==> src/rtl/bch_15_7_enc_seq_if.sv <==
// bch_15_7_enc_seq_if: message-in / codeword-out valid/ready bundle for the BCH(15,7) encoder.
// Revision 1.0 - initial release.
`default_nettype none

interface bch_15_7_enc_seq_if;
  logic        i_valid;
  logic        i_ready;
  logic [6:0]  i_data;
  logic        o_valid;
  logic        o_ready;
  logic [14:0] o_codeword;

  // master = upstream producer of messages and consumer of codewords
  modport master (
    output i_valid, i_data, o_ready,
    input  i_ready, o_valid, o_codeword
  );

  modport slave (
    input  i_valid, i_data, o_ready,
    output i_ready, o_valid, o_codeword
  );
endinterface

`default_nettype wire

==> src/rtl/bch_15_7_enc_seq.sv <==
// bch_15_7_enc_seq: serial-LFSR systematic BCH(15,7) encoder, one message bit per cycle.
// Optional macro ERROR_INJECT_EN adds i_err_mask XORed onto the codeword. Revision 1.0.
`default_nettype none

module bch_15_7_enc_seq #(
  parameter logic [7:0] POLY = 8'hD1,
  parameter int         N    = 15,
  parameter int         K    = 7
) (
  input  logic                  clk,
  input  logic                  rst_n,
  bch_15_7_enc_seq_if.slave     bus,
  output logic                  o_busy
`ifdef ERROR_INJECT_EN
  ,
  input  logic [N-1:0]          i_err_mask
`endif
);

  localparam int CW = $clog2(K + 1);

  localparam logic [1:0] ST_IDLE  = 2'd0;
  localparam logic [1:0] ST_SHIFT = 2'd1;
  localparam logic [1:0] ST_DONE  = 2'd2;

  logic [1:0]     state;
  logic [1:0]     state_next;
  logic [K-1:0]   msg;
  logic [N-K-1:0] lfsr;
  logic [CW-1:0]  cnt;
  logic [N-1:0]   codeword;

  logic           accept;
  logic           last_shift;
  logic           fb;
  logic [N-K-1:0] lfsr_next;
  logic [N-1:0]   codeword_next;

`ifdef ERROR_INJECT_EN
  logic [N-1:0]   mask;
`endif

  assign accept     = bus.i_valid && (state == ST_IDLE);
  assign last_shift = (state == ST_SHIFT) && (cnt == CW'(K - 1));

  // Message bits enter MSB first; feedback is the incoming bit XOR the LFSR top bit.
  assign fb        = msg[CW'(K - 1) - cnt] ^ lfsr[N-K-1];
  assign lfsr_next = {lfsr[N-K-2:0], 1'b0} ^ (fb ? POLY : '0);

`ifdef ERROR_INJECT_EN
  assign codeword_next = {msg, lfsr_next} ^ mask;
`else
  assign codeword_next = {msg, lfsr_next};
`endif

  always_ff @(posedge clk) begin
    if (!rst_n) begin
      state <= ST_IDLE;
    end else begin
      state <= state_next;
    end
  end

  always_comb begin
    state_next = state;
    case (state)
      ST_IDLE:  if (accept)      state_next = ST_SHIFT;
      ST_SHIFT: if (last_shift)  state_next = ST_DONE;
      ST_DONE:  if (bus.o_ready) state_next = ST_IDLE;
      default:                   state_next = ST_IDLE;
    endcase
  end

  always_comb begin
    bus.i_ready    = (state == ST_IDLE);
    bus.o_valid    = (state == ST_DONE);
    bus.o_codeword = codeword;
    o_busy         = (state != ST_IDLE);
  end

  // Codeword is held after the output handshake; only a new word or reset changes it.
  always_ff @(posedge clk) begin
    if (!rst_n) begin
      msg      <= '0;
      lfsr     <= '0;
      cnt      <= '0;
      codeword <= '0;
`ifdef ERROR_INJECT_EN
      mask     <= '0;
`endif
    end else if (accept) begin
      msg  <= bus.i_data;
      lfsr <= '0;
      cnt  <= '0;
`ifdef ERROR_INJECT_EN
      mask <= i_err_mask;
`endif
    end else if (state == ST_SHIFT) begin
      lfsr <= lfsr_next;
      cnt  <= cnt + CW'(1);
      if (last_shift) begin
        codeword <= codeword_next;
      end
    end
  end

endmodule

`default_nettype wire

==> src/flat_wrapper.sv <==
// flat-port wrapper written by rule: the top's interface ports become plain ports
module bch_15_7_enc_seq_flat 
#(
  parameter logic [7:0] POLY = 8'hD1,
  parameter int         N    = 15,
  parameter int         K    = 7
)
  (clk, rst_n, o_busy, bus_i_valid, bus_i_data, bus_o_ready, bus_i_ready, bus_o_valid, bus_o_codeword);
  bch_15_7_enc_seq_if bus_i ();
  input  logic clk;
  input  logic rst_n;
  output logic o_busy;
  input wire logic [$bits(bus_i.i_valid)-1:0] bus_i_valid;
  input wire logic [$bits(bus_i.i_data)-1:0] bus_i_data;
  input wire logic [$bits(bus_i.o_ready)-1:0] bus_o_ready;
  output wire logic [$bits(bus_i.i_ready)-1:0] bus_i_ready;
  output wire logic [$bits(bus_i.o_valid)-1:0] bus_o_valid;
  output wire logic [$bits(bus_i.o_codeword)-1:0] bus_o_codeword;
  assign bus_i.i_valid = bus_i_valid;
  assign bus_i.i_data = bus_i_data;
  assign bus_i.o_ready = bus_o_ready;
  assign bus_i_ready = bus_i.i_ready;
  assign bus_o_valid = bus_i.o_valid;
  assign bus_o_codeword = bus_i.o_codeword;
  bch_15_7_enc_seq #(.POLY(POLY), .N(N), .K(K)) u_core (.clk(clk), .rst_n(rst_n), .bus(bus_i), .o_busy(o_busy));
endmodule
==> config.mk <==
export PLATFORM = sky130hd
export DESIGN_NAME = bch_15_7_enc_seq_flat
export DESIGN_NICKNAME = d
export VERILOG_FILES = /design/src/rtl/bch_15_7_enc_seq_if.sv /design/src/rtl/bch_15_7_enc_seq.sv /design/src/flat_wrapper.sv
export SDC_FILE = /design/constraint.sdc
export NUM_CORES = 1
export LEC_CHECK = 0
export CAP_MARGIN = 20
export CORE_ASPECT_RATIO = 0.9
export CORE_MARGIN = 2
export CORE_UTILIZATION = 50
export DETAILED_ROUTE_END_ITERATION = 10
export PLACE_DENSITY = 0.86
export RECOVER_POWER = 25
export SLEW_MARGIN = 25
export SYNTH_ARGS = -nofsm -noshare
export SYNTH_HDL_FRONTEND = slang
export SYNTH_SLANG_ARGS = --single-unit
==> constraint.sdc <==
create_clock -name clk -period 2.3 [get_ports clk]
set_input_delay 0.46 -clock clk [delete_from_list [all_inputs] [get_ports clk]]
set_output_delay 0.46 -clock clk [all_outputs]
set_load 0.005 [all_outputs]
**Register map, names as in the netlist**

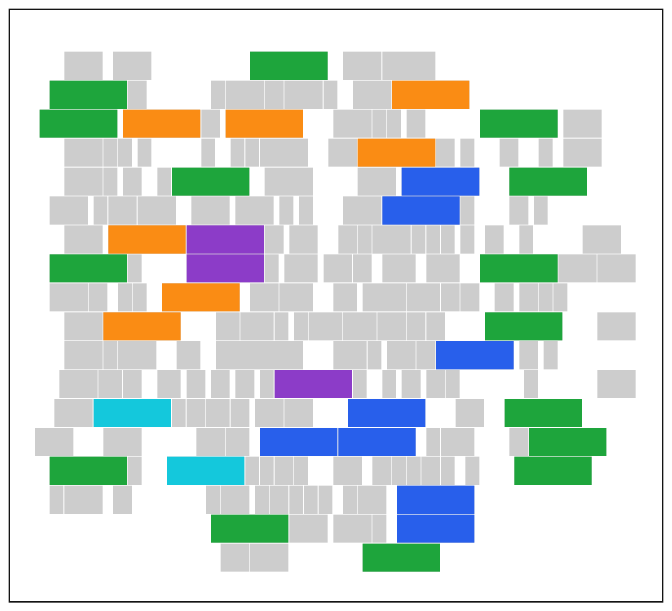
| color | signal | flops |
|---|---|---|
| blue | u_core.lfsr | 8 |
| cyan | u_core.state | 2 |
| green | u_core.bus.o_codeword | 15 |
| purple | u_core.cnt | 3 |
| orange | u_core.msg | 7 |
Seq area share: 38.4%
Seq power: 633 µW
post-layout util: 65.9%
register area: 701 µm²

==> impl_metrics.py <==
# Physical implementation metrics
metrics = {
    "power": {
        "switching_share_pct": 24.7,
        "powerDensity_mw_per_mm2": 595,
        "ir_drop_uv": 374,
        "seq_power_share_pct": 58.3,
    },
    "status": {
        "status": "completed",
    },
    "route": {
        "drc_errors": 0,
        "dr_wl_met2_um": 1520,
        "firstDrtPassIters": 4,
        "top_layer": "met4",
    },
    "timing": {
        "rsz0062_at_grt": "no",
    },
    "cells_and_area": {
        "bufAreaShareNonClock_pct": 16.6,
        "comb_share_pct": 38.3,
    },
    "logic_synthesis": {
        "most_common_cell": "nand2_1",
        "syn_nets": 188,
        "synthArstFlopShare_pct": 0,
        "synth_area_mm2": 0.00148,
    },
    "setup_path": {
        "reg2regPathDepth": 7,
        "cp.depth": 7,
        "cp_cell_sequence": "inv_1 > ha_1 > mux2i_1 > o221ai_1 > and2_4 > a21oi_2 > mux2_1",
        "startpoint_type": "flip-flop",
    },
    "job": {
        "drv_cap": 0,
    },
    "placed_design": {
        "hpwl_um": 2310,
    },
    "clock_network": {
        "clock-root-buffer": "clkbuf_4",
        "cts_buffers": 5,
    },
    "global_route": {
        "grt.met2_usage_pct": 32.7,
    },
    "worst_hold_path": {
        "hold_start": "u_core.bus.o_codeword[9]",
    },
}
**Routed metal, one color a layer**

The bar under the picture is 20 µm long.
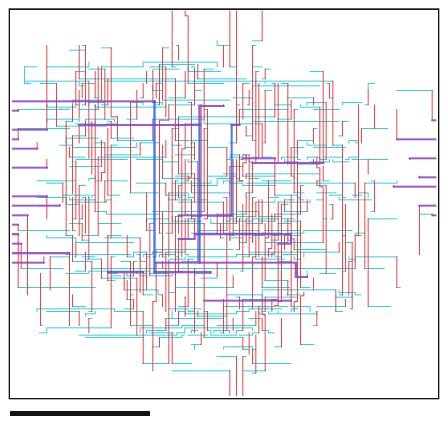
| color | layer | wire length |
|---|---|---|
| purple | metal 3 | 200 µm |
| cyan | metal 1 | 1370 µm |
| red | metal 2 | 1520 µm |
| blue | metal 4 | 57.1 µm |
Tot GR Track Use: 21.1%
routed wire length: 3140 µm

[flip-flops by register name, indices dropped and copies added (netlist names)]
signal	flops
u_core.bus.o_codeword	15
u_core.lfsr	8
u_core.msg	7
u_core.cnt	3
u_core.state	2
[power groups by stage]
stage / sequential [mW] / clock (mW) / combinational (mW)
finish: 0.633 / 0.338 / 0.115
global route: 0.636 / 0.371 / 0.125
CTS: 0.633 / 0.340 / 0.116
detailed placement: 0.647 / 0 / 0.115
global placement: 0.646 / 0 / 0.108
floorplan: 0.643 / 0 / 0.0776
[cells by family (layout without fill, tap and decap cells)]
group           after synthesis  after routing  share of synthesized area [%]
mux                          10             10                           7.71
xor+xnor                      6              6                           3.56
flops                        35             35                           47.4
fa+ha+maj                     2              2                           1.69
buf+inv                      15             42                           5.16
simple gates                 70             70                           20.7
compound gates               37             37                           13.8
No activity file was given, so power comes from the tool's default toggle rates.
